`src/rtl/cpu_core_p_if.sv`:
```
// External memory bus for cpu_core_p: registered req/we/addr/wdata from the
// core, rdata/ack back from memory. Ack completes the pending access.
interface cpu_core_p_if #(
  parameter int DATA_W = 16,
  parameter int ADDR_W = 16
);
  logic              req;
  logic              we;
  logic [ADDR_W-1:0] addr;
  logic [DATA_W-1:0] wdata;
  logic [DATA_W-1:0] rdata;
  logic              ack;

  modport master (output req, we, addr, wdata, input rdata, ack);
  modport slave  (input req, we, addr, wdata, output rdata, ack);
endinterface

```
`src/rtl/cpu_core_p.sv`:
```
// cpu_core_p: parametrised multicycle CPU core (FETCH/DECODE/EXEC/MEM/WB/HALT)
// with a req/ack memory port, Z/N flags and conditional branches.
// Optional build macro CPU_R0_ZERO_EN: R0 is hardwired to zero (writes dropped,
// flags still follow the computed result).
module cpu_core_p #(
  parameter int              DATA_W   = 16,
  parameter int              ADDR_W   = 16,
  parameter logic [ADDR_W-1:0] RESET_PC = '0
) (
  input  logic              CLK,
  input  logic              reset,
  cpu_core_p_if.master      mem,
  output logic              halted,
  output logic [ADDR_W-1:0] pc_out
);
  localparam int SHW = $clog2(DATA_W);

  localparam logic [2:0] ST_FETCH  = 3'd0;
  localparam logic [2:0] ST_DECODE = 3'd1;
  localparam logic [2:0] ST_EXEC   = 3'd2;
  localparam logic [2:0] ST_MEM    = 3'd3;
  localparam logic [2:0] ST_WB     = 3'd4;
  localparam logic [2:0] ST_HALT   = 3'd5;

  localparam logic [4:0] OP_ADDI = 5'd7;
  localparam logic [4:0] OP_SRI  = 5'd13;
  localparam logic [4:0] OP_EQ   = 5'd16;
  localparam logic [4:0] OP_BR   = 5'd17;
  localparam logic [4:0] OP_STW  = 5'd18;
  localparam logic [4:0] OP_LDW  = 5'd19;
  localparam logic [4:0] OP_BRZ  = 5'd20;
  localparam logic [4:0] OP_BRN  = 5'd21;
  localparam logic [4:0] OP_HALT = 5'd31;

  logic [2:0]        state_q, state_d;
  logic [ADDR_W-1:0] pc_q, pc_d;
  logic [15:0]       ir_q, ir_d;
  logic [DATA_W-1:0] a_q, a_d, b_q, b_d, mdr_q, mdr_d;
  logic              z_q, z_d, n_q, n_d;
  logic              req_q, req_d, we_q, we_d;
  logic [ADDR_W-1:0] addr_q, addr_d;
  logic [DATA_W-1:0] wdata_q, wdata_d;

  logic [DATA_W-1:0] rf_view [8];
  logic              wr_en;
  logic [DATA_W-1:0] wr_data;

  // Instruction fields of the latched IR
  logic [4:0] op;
  logic [2:0] rd, ra, rb;
  logic       is_imm;
  logic [4:0] alu_sel;
  logic [DATA_W-1:0] alu_res;
  logic [ADDR_W-1:0] pc_inc, imm8;

  assign op      = ir_q[15:11];
  assign rd      = ir_q[10:8];
  assign ra      = ir_q[7:5];
  assign rb      = ir_q[4:2];
  assign is_imm  = (op >= OP_ADDI) && (op <= OP_SRI);
  assign alu_sel = is_imm ? (op - 5'd7) : op;
  assign pc_inc  = pc_q + ADDR_W'(1);
  assign imm8    = ADDR_W'(ir_q[7:0]);

  // Register file: eight flops, one generate slice each
  for (genvar gi = 0; gi < 8; gi++) begin : g_rf
    logic [DATA_W-1:0] r_q, r_d;

    // Next value: take the write-back data when this register is addressed
    always_comb begin
      r_d = r_q;
      if (wr_en && (rd == 3'(gi))) r_d = wr_data;
`ifdef CPU_R0_ZERO_EN
      if (gi == 0) r_d = '0;
`endif
    end

    // Register storage, cleared on reset
    always_ff @(posedge CLK) begin
      if (reset) r_q <= '0;
      else       r_q <= r_d;
    end

    assign rf_view[gi] = r_q;
  end

  // ALU on the operands latched in DECODE; shifts use the low SHW bits of B
  always_comb begin
    alu_res = '0;
    case (alu_sel)
      5'd0:  alu_res = a_q + b_q;
      5'd1:  alu_res = a_q - b_q;
      5'd2:  alu_res = a_q | b_q;
      5'd3:  alu_res = a_q & b_q;
      5'd4:  alu_res = a_q ^ b_q;
      5'd5:  alu_res = a_q << b_q[SHW-1:0];
      5'd6:  alu_res = a_q >> b_q[SHW-1:0];
      5'd14: alu_res = DATA_W'($signed(a_q) > $signed(b_q));
      5'd15: alu_res = DATA_W'($signed(a_q) < $signed(b_q));
      5'd16: alu_res = DATA_W'(a_q == b_q);
      default: alu_res = '0;
    endcase
  end

  // Sequencing FSM plus the registered memory handshake
  always_comb begin
    state_d = state_q;
    pc_d    = pc_q;
    ir_d    = ir_q;
    a_d     = a_q;
    b_d     = b_q;
    mdr_d   = mdr_q;
    z_d     = z_q;
    n_d     = n_q;
    wr_en   = 1'b0;
    wr_data = alu_res;

    case (state_q)
      ST_FETCH: begin
        if (req_q && mem.ack) begin
          ir_d    = mem.rdata[15:0];
          state_d = ST_DECODE;
        end
      end
      ST_DECODE: begin
        a_d     = rf_view[ra];
        b_d     = is_imm ? DATA_W'(ir_q[4:0]) : rf_view[rb];
        state_d = ST_EXEC;
      end
      ST_EXEC: begin
        state_d = ST_FETCH;
        pc_d    = pc_inc;
        if (op <= OP_EQ) begin
          wr_en = 1'b1;
          z_d   = (alu_res == '0);
          n_d   = alu_res[DATA_W-1];
        end else begin
          case (op)
            OP_BR:  pc_d = imm8;
            OP_BRZ: pc_d = z_q ? imm8 : pc_inc;
            OP_BRN: pc_d = n_q ? imm8 : pc_inc;
            OP_STW, OP_LDW: begin
              pc_d    = pc_q;
              state_d = ST_MEM;
            end
            OP_HALT: begin
              pc_d    = pc_q;
              state_d = ST_HALT;
            end
            default: ;
          endcase
        end
      end
      ST_MEM: begin
        if (req_q && mem.ack) begin
          if (op == OP_LDW) begin
            mdr_d   = mem.rdata;
            state_d = ST_WB;
          end else begin
            pc_d    = pc_inc;
            state_d = ST_FETCH;
          end
        end
      end
      ST_WB: begin
        wr_en   = 1'b1;
        wr_data = mdr_q;
        z_d     = (mdr_q == '0);
        n_d     = mdr_q[DATA_W-1];
        pc_d    = pc_inc;
        state_d = ST_FETCH;
      end
      ST_HALT: state_d = ST_HALT;
      default: state_d = ST_FETCH;
    endcase

    // Request is held through the ack cycle and always drops for one cycle
    // afterwards; address/data are captured only when the request rises.
    req_d   = ((state_d == ST_FETCH) || (state_d == ST_MEM)) && !(req_q && mem.ack);
    addr_d  = addr_q;
    we_d    = we_q;
    wdata_d = wdata_q;
    if (req_d && !req_q) begin
      if (state_d == ST_MEM) begin
        addr_d  = ADDR_W'(a_q);
        we_d    = (op == OP_STW);
        wdata_d = b_q;
      end else begin
        addr_d  = pc_d;
        we_d    = 1'b0;
      end
    end else if (!req_d) begin
      we_d = 1'b0;
    end
  end

  // State and bus registers
  always_ff @(posedge CLK) begin
    if (reset) begin
      state_q <= ST_FETCH;
      pc_q    <= RESET_PC;
      ir_q    <= '0;
      a_q     <= '0;
      b_q     <= '0;
      mdr_q   <= '0;
      z_q     <= 1'b0;
      n_q     <= 1'b0;
      req_q   <= 1'b0;
      we_q    <= 1'b0;
      addr_q  <= '0;
      wdata_q <= '0;
    end else begin
      state_q <= state_d;
      pc_q    <= pc_d;
      ir_q    <= ir_d;
      a_q     <= a_d;
      b_q     <= b_d;
      mdr_q   <= mdr_d;
      z_q     <= z_d;
      n_q     <= n_d;
      req_q   <= req_d;
      we_q    <= we_d;
      addr_q  <= addr_d;
      wdata_q <= wdata_d;
    end
  end

  assign mem.req   = req_q;
  assign mem.we    = we_q;
  assign mem.addr  = addr_q;
  assign mem.wdata = wdata_q;
  assign halted    = (state_q == ST_HALT);
  assign pc_out    = pc_q;
endmodule

```
`src/flat_wrapper.sv`:
```
// flat-port wrapper written by rule: the top's interface ports become plain ports
module cpu_core_p_flat 
#(
  parameter int              DATA_W   = 16,
  parameter int              ADDR_W   = 16,
  parameter logic [ADDR_W-1:0] RESET_PC = '0
)
  (CLK, reset, halted, pc_out, mem_req, mem_we, mem_addr, mem_wdata, mem_rdata, mem_ack);
  cpu_core_p_if #(.DATA_W(DATA_W), .ADDR_W(ADDR_W)) mem_i ();
  input  logic CLK;
  input  logic reset;
  output logic halted;
  output logic [ADDR_W-1:0] pc_out;
  output wire logic [$bits(mem_i.req)-1:0] mem_req;
  output wire logic [$bits(mem_i.we)-1:0] mem_we;
  output wire logic [$bits(mem_i.addr)-1:0] mem_addr;
  output wire logic [$bits(mem_i.wdata)-1:0] mem_wdata;
  input wire logic [$bits(mem_i.rdata)-1:0] mem_rdata;
  input wire logic [$bits(mem_i.ack)-1:0] mem_ack;
  assign mem_req = mem_i.req;
  assign mem_we = mem_i.we;
  assign mem_addr = mem_i.addr;
  assign mem_wdata = mem_i.wdata;
  assign mem_i.rdata = mem_rdata;
  assign mem_i.ack = mem_ack;
  cpu_core_p #(.DATA_W(DATA_W), .ADDR_W(ADDR_W), .RESET_PC(RESET_PC)) u_core (.CLK(CLK), .reset(reset), .mem(mem_i), .halted(halted), .pc_out(pc_out));
endmodule
```
`config.mk`:
```
export PLATFORM = sky130hd
export DESIGN_NAME = cpu_core_p_flat
export DESIGN_NICKNAME = d
export VERILOG_FILES = /design/src/rtl/cpu_core_p_if.sv /design/src/rtl/cpu_core_p.sv /design/src/flat_wrapper.sv
export SDC_FILE = /design/constraint.sdc
export NUM_CORES = 1
export LEC_CHECK = 0
export CAP_MARGIN = 20
export CORE_MARGIN = 2
export CORE_UTILIZATION = 37
export DETAILED_ROUTE_END_ITERATION = 8
export DONT_BUFFER_PORTS = 1
export PLACE_DENSITY = 0.62
export SETUP_SLACK_MARGIN = 0.4
export SLEW_MARGIN = 30
export SYNTH_ARGS = -nofsm -noshare
export SYNTH_HDL_FRONTEND = slang
export SYNTH_SLANG_ARGS = --single-unit
```
`constraint.sdc`:
```
create_clock -name CLK -period 3.95 [get_ports CLK]
set_clock_uncertainty 0.1 [all_clocks]
set_input_delay 0.79 -clock CLK [delete_from_list [all_inputs] [get_ports CLK]]
set_output_delay 0.79 -clock CLK [all_outputs]
set_load 0.01 [all_outputs]
```
### Signal wires on met3, run 1

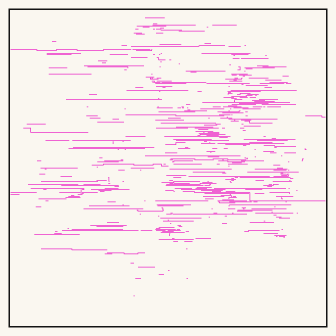
wire length on this layer: 4850 um
main direction: horizontal

### Clock wires, drivers and flops, run 1

The bar under the picture is 50 um long.
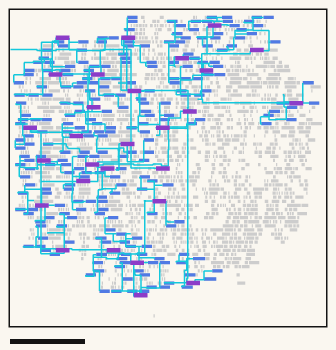
legend:
  flip-flops:
    color: blue
    count: 247
  clock wires:
    color: cyan
    length: 3340 um
  cells driving clock nets:
    color: purple
    count: 28
routed clock nets: 29

### Local utilization, run 1

The die is cut into 21 by 21 equal tiles; white is low, dark blue is high, 0 to 100% covered.
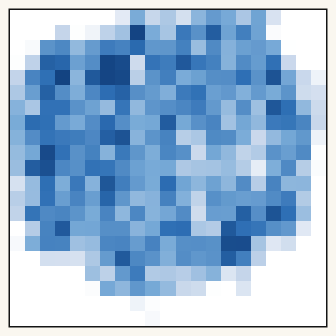
tiles over 75% full: 8.4%
mean over tiles: 41%
fullest tile: 93%

==> run notes, run 1 <==
The implementation run finished. Number of warnings the tools reported landed at 67. Net load switching power landed at 1.99 mW. The register with the most flip-flops in the layout has 128 of them.

Final net count landed at 2055. The layout report lists the non-clock buffer share of cell area as 7.92%. Synthesized-area fraction occupied by xor and xnor cells landed at 0.334%. Of the synthesized area, sequential elements account for 31.4%.

STA lists the endpoint of the worst register-to-register path as u_core.z_q. By instance count after routing, the leading logic cell type is sky130_fd_sc_hd__nand2_1. Per the final layout report, the fraction of cells sized above drive strength 1 comes to 22.9%. Critical path depth in cells landed at 10.

Global route summary, busiest routing layer listed as met2. Chip area from the yosys synthesis statistics landed at 15700 sq um. The class occupying the most area after layout is reported as logic gates.

The capture point of the critical path was reported as u_core.z_q. In this run the most critical hold path is launched from reset. The total area inside the core boundary comes to 41900 sq um. Area used by sequential logic in the layout landed at 4970 sq um. The run finished with clean final reports. Leaving out filler cells and counting taps, the final layout contains 2542. The detail route stage leaves a number of antenna-violating nets equal to 0.

Logic depth along the worst register-to-register path is recorded as 10. The tightest min-delay check is of the input pin to register type. Clock buffer count from CTS landed at 28. Power attributed to the clock group is 2.76 mW.

Per report_power, the sequential group accounts for 38.6% of the total. Per the layout area report, the combinational gate area comes to 10400 sq um. Detailed-router iteration count before antenna repair landed at 6. Per the detail_route report, routed wire per instance is 24.5 um. For reference, simple AND, OR, NAND and NOR cells occupy 20.0% of the area reported after synthesis. The first global-routing pass estimated 92.6 mm of wire.

Final HPWL from detailed placement landed at 45.7 mm. Sequential cell count of the final layout landed at 247. Number of rows in the core area landed at 75. Summed over all layers, the global routing overflow is 0. Clock group share of total power landed at 41.2%. Initial standard-cell utilization of the core landed at 37.5%. In this run, post-CTS hold repair placed 0 buffers.
==> run 1: cells in the mapped netlist, types with 7 or more instances <==
cell                       number  area, sq um
sky130_fd_sc_hd__a31oi_1        9         56.3
sky130_fd_sc_hd__and3_1         8         50.1
sky130_fd_sc_hd__a211o_1        7         61.3
sky130_fd_sc_hd__a311oi_1      10         87.6
sky130_fd_sc_hd__a21oi_1      228         1140
sky130_fd_sc_hd__inv_1         64          240
sky130_fd_sc_hd__nor4_1        12         75.1
sky130_fd_sc_hd__o211ai_1      17          128
sky130_fd_sc_hd__a221oi_1      15          131
sky130_fd_sc_hd__mux4_2        84         1890
sky130_fd_sc_hd__nand2_1      391         1470
sky130_fd_sc_hd__nor2b_1       10         62.6
sky130_fd_sc_hd__clkbuf_1     118          443
sky130_fd_sc_hd__nor2_1       124          465
sky130_fd_sc_hd__nand3_1       51          255
sky130_fd_sc_hd__buf_2         16         80.1
sky130_fd_sc_hd__nand2b_1      13         81.3
sky130_fd_sc_hd__a22o_1         7         61.3
sky130_fd_sc_hd__nand4_1        9         56.3
sky130_fd_sc_hd__mux2_2        19          214
sky130_fd_sc_hd__a22oi_1       28          210
sky130_fd_sc_hd__or3_1         12         75.1
sky130_fd_sc_hd__o22ai_1       10         62.6
sky130_fd_sc_hd__ha_1          54          676
sky130_fd_sc_hd__a211oi_1      33          248
sky130_fd_sc_hd__buf_1         10         37.5
sky130_fd_sc_hd__nor3_1        35          175
sky130_fd_sc_hd__o21ai_0       81          405
sky130_fd_sc_hd__dfxtp_1      247         4940
sky130_fd_sc_hd__nor3b_1        8         60.1
sky130_fd_sc_hd__mux2i_1       39          390
## Run 2: what changed since run 1
GPL_ROUTABILITY_DRIVEN = 0   (was default)
==> run notes, run 2 <==
The implementation run finished. The buffer and inverter count on the worst path was 3 (was 2). The cell with the most instances after synthesis is sky130_fd_sc_hd__nand2_1 (unchanged). Top cells by instance count after synthesis: sky130_fd_sc_hd__nand2_1, sky130_fd_sc_hd__dfxtp_1, sky130_fd_sc_hd__a21oi_1, sky130_fd_sc_hd__nor2_1, sky130_fd_sc_hd__clkbuf_1 (unchanged). Cells along the critical path: inv_1 > ha_2 > o21ai_0 > nor4_1 > buf_4 > o211ai_1 > a211oi_2 > o21ai_0 > a31oi_1 > nor3b_1 > nor2_2 > buf_4 > a311o_1 > o21ai_0 (was buf_12 > mux4_2 > mux2_2 > a222oi_1 > buf_4 > o31ai_1 > a221oi_2 > nand4_1 > or4b_4 > o32ai_4). Die extent in x landed at 210 um (unchanged). The number of failing hold endpoints at the final stage was 0 (unchanged). The power attributed to combinational cells came to 1.24 mW (was 1.36 mW). Depth of the worst hold-timing path landed at 1 (unchanged). The critical path depth in cells came to 14 (was 10). The async set-reset flop share out of synthesis came to 0% (unchanged).

The number of design rule violations left after detail routing is 22 (was 0). Final global-route overflow total landed at 0 (unchanged). The slowest library cell on the worst path is sky130_fd_sc_hd__ha_2 (was sky130_fd_sc_hd__or4b_4). Most frequent cells in the layout: sky130_fd_sc_hd__nand2_1, sky130_fd_sc_hd__dfxtp_1, sky130_fd_sc_hd__a21oi_1 (unchanged). The launching point of the worst reg2reg path was u_core.b_q[2] (was u_core.b_q[0]).

Global-route wire length before repair landed at 88.8 mm (was 92.6 mm). Final HPWL from detailed placement landed at 41.8 mm (was 45.7 mm). Chip area from the yosys synthesis statistics landed at 15700 sq um (unchanged). Remaining number of nets flagged by the antenna check after routing landed at 0 (unchanged). Detail-routed net length per standard cell landed at 24.0 um (was 24.5 um).

Clock buffer count from CTS landed at 27 (was 28). Top post-synthesis cells by area: sky130_fd_sc_hd__dfxtp_1, sky130_fd_sc_hd__mux4_2, sky130_fd_sc_hd__nand2_1 (unchanged). The clock group share of total power is 41.5% (was 41.2%). Clock group power landed at 2.72 mW (was 2.76 mW). The area inside the core boundary is 41900 sq um (unchanged). The number of rows in the core area is 75 (unchanged). Design internal power landed at 4.62 mW (was 4.71 mW). Largest driver fanout on the critical path landed at 8 (was 12). The TritonCTS clock tree is built (unchanged). The path category of the worst min-delay check was input pin to register (unchanged). The gate count of the mapped netlist is 1921 (unchanged). Result of the run: complete, but fails checks (was finished clean). The die outline area came to 44200 sq um (unchanged). Ratio of final minimum period to clock period landed at 90.3% (was 90.0%). The mean cell area of the mapped netlist came to 8.19 sq um (unchanged). The share of final-layout standard cells stronger than drive strength 1 is 20.4% (was 22.9%). The most frequent logic cell in the layout was sky130_fd_sc_hd__nand2_1 (unchanged). The worst hold margin came to 244 ps (was 206 ps). The total count of max-transition violations in the final report is 0 (unchanged).

Count of flip-flops with a built-in enable after synthesis landed at 0 (unchanged). The number of cells traversed by the worst register-to-register path is 14 (was 10). Total power density per cell area landed at 359 nW/um^2 (was 357 nW/um^2). Flip-flop count of the largest register, all copies and words added landed at 128 (unchanged).

The final reports fail on design-rule violations. The portion of the post-synthesis area used by sequential elements came to 31.4% (unchanged). The detailed-router iteration count before antenna repair is 9 (was 6). The reg-to-reg endpoint was u_core.g_rf[7].r_q[15] (was u_core.z_q).

The internal reg-to-reg setup slack came to 380 ps (was 390 ps). Proportion of power drawn by flip-flops and latches landed at 39.7% (was 38.6%). Net load switching power landed at 1.94 mW (was 1.99 mW). The startpoint type of the worst setup path was a register (unchanged). The layout overhead on the synthesized area is 16.1% (was 19.5%). The final net count came to 2013 (was 2055). The start point of the worst min-delay path was reset (unchanged). The cell type contributing the most total cell area after synthesis is sky130_fd_sc_hd__dfxtp_1 (unchanged).

The initial standard-cell utilization of the core came to 37.5% (unchanged). Number of warnings the tools reported landed at 66 (was 67). Share of the synthesized area in the top cell type landed at 31.4% (unchanged).

Final worst-path setup slack landed at 384 ps (was 395 ps).
[run 2: cell counts after synthesis]
No cell type changed its count.
[run 2: metal layers]
layer  track usage, %  part of all wire (%)  vias up
li1                 -                     -     7031
met1             33.6                    39     7506
met2             41.8                    46      954
met3             5.24                    10      229
met4             11.2                   5.2        0
met5                0                     0        -
[run 2: logic make-up (layout without fill, tap and decap cells)]
group / count (synthesis) / in the layout / synth area share (%)
xor+xnor: 6 / 6 / 0.334
buf+inv: 220 / 253 / 5.71
fa+ha+maj: 56 / 56 / 4.55
compound gates: 539 / 540 / 22.1
flops: 247 / 247 / 31.4
mux: 142 / 142 / 15.9
simple gates: 711 / 713 / 20.0
[run 2: stage by stage]
step | cells | power (mW)
2_1_floorplan | 1921 | 3.35
3_3_place_gp | 2422 | 3.72
3_5_place_dp | 2422 | 3.72
4_1_cts | 2472 | 6.43
5_1_grt | 2496 | 6.73
6_report | 2496 | 6.55
[run 2: worst max path at each step]
stage	endpoint	from	slack (ps)
floorplan	u_core.z_q	u_core.b_q[2]	400
global placement	u_core.z_q	u_core.a_q[0]	170
detailed placement	u_core.z_q	u_core.a_q[6]	140
CTS	u_core.z_q	u_core.ir_q[11]	340
global route	u_core.z_q	u_core.b_q[1]	280
finish	u_core.g_rf[7].r_q[15]	u_core.b_q[2]	380
[run 2: timing repair]
item	CTS	global route
gates resized	25	72
setup buffers	2	21
cloned	0	3
pin swaps	2	25
hold buffers	0	0
endpoints found under the hold margin	0	0
setup endpoints to repair	77	136
[run 2: layout make-up]
| class | instances | area, sq um |
|---|---|---|
| tap | 539 | 674 |
| multi-input combinational | 1457 | 10300 |
| fill | 4121 | 23700 |
| clock inverter | 13 | 210 |
| timing repair buffer | 138 | 1100 |
| inverter | 67 | 254 |
| sequential | 247 | 4970 |
| clock buffer | 35 | 726 |
### I/O pins on the die edge, run 2

Pins as bars across the die edge, other pins in gray.
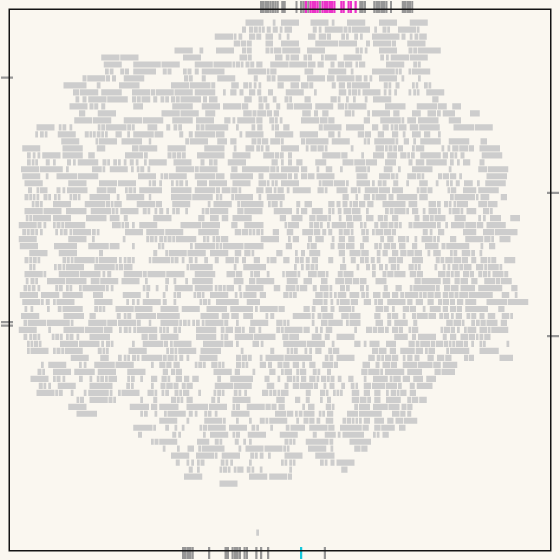
legend:
  `mem_ack`:
    color: cyan
    pins: 1
    direction: input
    edge: bottom
  `mem_addr`:
    color: magenta
    pins: 16
    direction: output
    edge: top
all pins by edge: 46 top, 19 bottom, 3 left, 2 right

## Run 3: what changed since run 2
ABC_AREA = 1   (was default)
==> run notes, run 3 <==
The implementation run finished. Reported max-cap violation count landed at 0 (unchanged). The post-cts hold-fix buffer tally came to 0 (unchanged). Die outline height landed at 212 um (was 210 um). The die extent in x came to 212 um (was 210 um). The final global-route overflow total was 0 (unchanged). The end of the critical path is u_core.g_rf[6].r_q[0] (was u_core.g_rf[7].r_q[15]). The die outline area was 45100 sq um (was 44200 sq um). The net load switching power was 2.30 mW (was 1.94 mW). Critical path depth in cells landed at 18 (was 14). The fraction of the mapped netlist area in adder cells is 4.46% (was 4.55%). The cell with the most instances after synthesis is sky130_fd_sc_hd__nand2_1 (unchanged). The launching point of the worst reg2reg path is u_core.a_q[7] (was u_core.b_q[2]). Worst hold margin landed at 168 ps (was 244 ps).

Gate count of the mapped netlist landed at 2544 (was 1921). The ratio of final minimum period to clock period came to 88.3% (was 90.3%). The aoi/oai-family share of the synthesized area came to 27.6% (was 22.1%).

Detailed-routing wirelength on met1 landed at 25.7 mm (was 23.3 mm). The biggest combinational cell group after synthesis is AND-OR/OR-AND gates (unchanged). The number of rows in the core area was 76 (was 75).

Share of the synthesized area in the top cell type landed at 30.8% (was 31.4%). The flip-flop count of the largest register, all copies and words added was 128 (unchanged). The total count of max-transition violations in the final report is 0 (unchanged). The most flop-heavy register is u_core.g_rf.r_q (unchanged). The final setup TNS came to 0 ps (unchanged).

Final HPWL from detailed placement landed at 43.2 mm (was 41.8 mm). The startpoint type of the worst setup path was a register (unchanged). The reg-to-reg endpoint is u_core.g_rf[6].r_q[0] (was u_core.g_rf[7].r_q[15]). Clock buffer count from CTS landed at 29 (was 27). Share of final-layout standard cells stronger than drive strength 1 landed at 7.59% (was 20.4%). Met3 wire length landed at 6.09 mm (was 6.05 mm). Layout overhead on the synthesized area landed at 9.94% (was 16.1%). The async set-reset flop share out of synthesis is 0% (unchanged). Global-route wire length before repair landed at 91.9 mm (was 88.8 mm). The start point of the worst min-delay path was reset (unchanged). The maximum number of pins on one net before global-route repair came to 73 (was 225).

Cells along the critical path: inv_1 > ha_1 > inv_1 > nand2_1 > nor3_1 > nand2_1 > nand2_1 > nand2_1 > nand3_1 > nand2_1 > nand2_1 > nand2_1 > nor2_1 > nand3_1 > nand2_1 > o21ai_2 > o21ai_1 > inv_1 (was inv_1 > ha_2 > o21ai_0 > nor4_1 > buf_4 > o211ai_1 > a211oi_2 > o21ai_0 > a31oi_1 > nor3b_1 > nor2_2 > buf_4 > a311o_1 > o21ai_0). The number of clock sinks came to 247 (unchanged). The mean cell area of the mapped netlist is 6.31 sq um (was 8.19 sq um).

Maximum buffer depth of the clock tree landed at 3 (unchanged). The TritonCTS clock tree is built (unchanged). Design internal power landed at 4.54 mW (was 4.62 mW). The synthesized-area fraction occupied by xor and xnor cells came to 0.982% (was 0.334%). Portion of the post-synthesis area used by sequential elements landed at 30.8% (was 31.4%). The cell resize tally after clock tree synthesis came to 1 (was 25). Number of cells traversed by the worst register-to-register path landed at 18 (was 14). Clock group share of total power landed at 40.5% (was 41.5%). Number of antenna violations at the first check in global routing landed at 3 (was 0).

The global-route usage over all layers was 26.4% (was 25.9%). The count of state elements after synthesis came to 247 (unchanged). The detailed-router iteration count before antenna repair was 6 (was 9). The final net count was 2543 (was 2013). The number of failing hold endpoints at the final stage was 0 (unchanged). The share of synthesized area spent on multiplexers came to 0% (was 15.9%). Top cells by instance count after synthesis: sky130_fd_sc_hd__nand2_1, sky130_fd_sc_hd__o21ai_0, sky130_fd_sc_hd__a21oi_1, sky130_fd_sc_hd__inv_1, sky130_fd_sc_hd__nor2_1 (was sky130_fd_sc_hd__nand2_1, sky130_fd_sc_hd__dfxtp_1, sky130_fd_sc_hd__a21oi_1, sky130_fd_sc_hd__nor2_1, sky130_fd_sc_hd__clkbuf_1). The total length of routed met2 wires is 26.3 mm (was 27.3 mm).

Number of cells in the design after placement landed at 3019 (was 2422). The cell type contributing the most total cell area after synthesis is sky130_fd_sc_hd__dfxtp_1 (unchanged). Area inside the core boundary landed at 43000 sq um (was 41900 sq um). Count of flip-flops with a built-in enable after synthesis landed at 0 (unchanged). The uppermost layer routed is met5 (was met4). The most frequent logic cell in the layout is sky130_fd_sc_hd__nand2_1 (unchanged). The number of cells in the finished layout apart from fillers is 3080 (was 2496). The number of primary I/O pins came to 70 (unchanged). Final worst-path setup slack landed at 461 ps (was 384 ps). The required time at the worst-slack endpoint came to 4320 ps (about the same). Result of the run: finished clean (was complete, but fails checks). Post-synthesis cell count from yosys landed at 2544 (was 1921). Worst relative slew slack landed at 32.0% (was 28.3%).

Proportion of power drawn by flip-flops and latches landed at 37.9% (was 39.7%). Clock-pin transition on the worst setup and hold timing paths landed at 70 ps (was 60 ps). The slowest library cell on the worst path is sky130_fd_sc_hd__dfxtp_1 (was sky130_fd_sc_hd__ha_2). The number of warnings the tools reported came to 62 (was 66). The remaining number of nets flagged by the antenna check after routing is 0 (unchanged). Number of buffers inserted by post-CTS setup repair landed at 0 (was 2). The first element of the critical path is u_core.a_q[7] (was u_core.b_q[2]).

The path category of the worst min-delay check is input pin to register (unchanged). The total power density per cell area was 387 nW/um^2 (was 359 nW/um^2). Initial standard-cell utilization of the core landed at 37.3% (was 37.5%). The number of design rule violations left after detail routing is 0 (was 22). The detail-routed net length per standard cell is 19.9 um (was 24.0 um). The buffer and inverter count on the worst path came to 3 (unchanged).

The chip area from the yosys synthesis statistics is 16100 sq um (was 15700 sq um). The internal reg-to-reg setup slack came to 460 ps (was 380 ps). The largest driver fanout on the critical path came to 9 (was 8).

The post-route total power was 6.83 mW (was 6.55 mW). Most frequent cells in the layout: sky130_fd_sc_hd__nand2_1, sky130_fd_sc_hd__o21ai_0, sky130_fd_sc_hd__a21oi_1 (was sky130_fd_sc_hd__nand2_1, sky130_fd_sc_hd__dfxtp_1, sky130_fd_sc_hd__a21oi_1). The dominant delay contributor by cell family on the critical path is simple AND/OR/NAND/NOR gates (was AND-OR/OR-AND gates). Top post-synthesis cells by area: sky130_fd_sc_hd__dfxtp_1, sky130_fd_sc_hd__o21ai_0, sky130_fd_sc_hd__nand2_1 (was sky130_fd_sc_hd__dfxtp_1, sky130_fd_sc_hd__mux4_2, sky130_fd_sc_hd__nand2_1). Simple logic cell fraction of the synthesized area landed at 25.5% (was 20.0%).
## run 3: netlist changes by cell type after synthesis, sizes merged, moves of 24 or more
cell / before / now
a211oi: 34 / 10
a21oi: 234 / 325
a22oi: 28 / 4
inv: 66 / 268
mux2i: 39 / 0
mux4: 84 / 0
nand2: 392 / 460
nand3: 52 / 178
nor2: 126 / 273
o21ai: 87 / 420
## run 3: how the worst min path moves through the flow
stage	endpoint	cells past startpoint	slack (ps)
6_report	u_core.mem.addr[14]	1	170
2_1_floorplan	u_core.mdr_q[1]	2	340
3_3_place_gp	u_core.ir_q[10]	2	360
4_1_cts	u_core.b_q[4]	1	150
5_1_grt	u_core.mem.addr[14]	1	160
3_5_place_dp	u_core.ir_q[10]	2	370
## run 3: stage by stage
step	cell area [sq um]	utilization [%]
after floorplan	16100	-
after global placement	16600	38.6
after detailed placement	16600	38.6
after CTS	17600	40.9
after global routing	17600	41.1
final	17600	41.1
## run 3: power by group through the flow
stage / combinational [mW] / clock [mW] / sequential (mW)
6_report: 1.48 / 2.76 / 2.59
5_1_grt: 1.60 / 2.90 / 2.60
4_1_cts: 1.41 / 2.80 / 2.59
3_5_place_dp: 1.40 / 0 / 2.64
3_3_place_gp: 1.40 / 0 / 2.64
2_1_floorplan: 1.00 / 0 / 2.63
## run 3: layout make-up
| class | instances | area, sq um |
|---|---|---|
| clock inverters | 10 | 104 |
| inverters | 271 | 1020 |
| clock buffers | 44 | 872 |
| diodes | 4 | 10.0 |
| flip-flops and latches | 247 | 4950 |
| multi-input cells | 1862 | 9470 |
| repair buffers | 57 | 490 |
| well taps | 585 | 732 |
| fillers | 4578 | 25300 |
## run 3: per-layer routing
metal  GRT usage, %  vias up
li1               -     8323
met1           36.1     8109
met2           40.1      901
met3           4.17      158
met4           13.6        2
met5              0        -
### Signal wires on met3, run 3

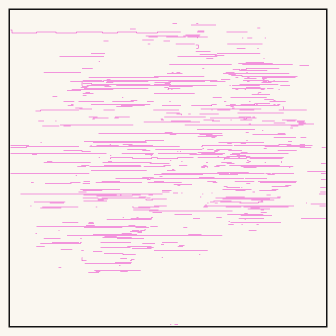
share of all routed wire: 9.9%
nets with wire on the layer: 280
wire length on this layer: 6090 um
longest straight run: 104 um

Power is estimated from default activity; no workload was simulated.
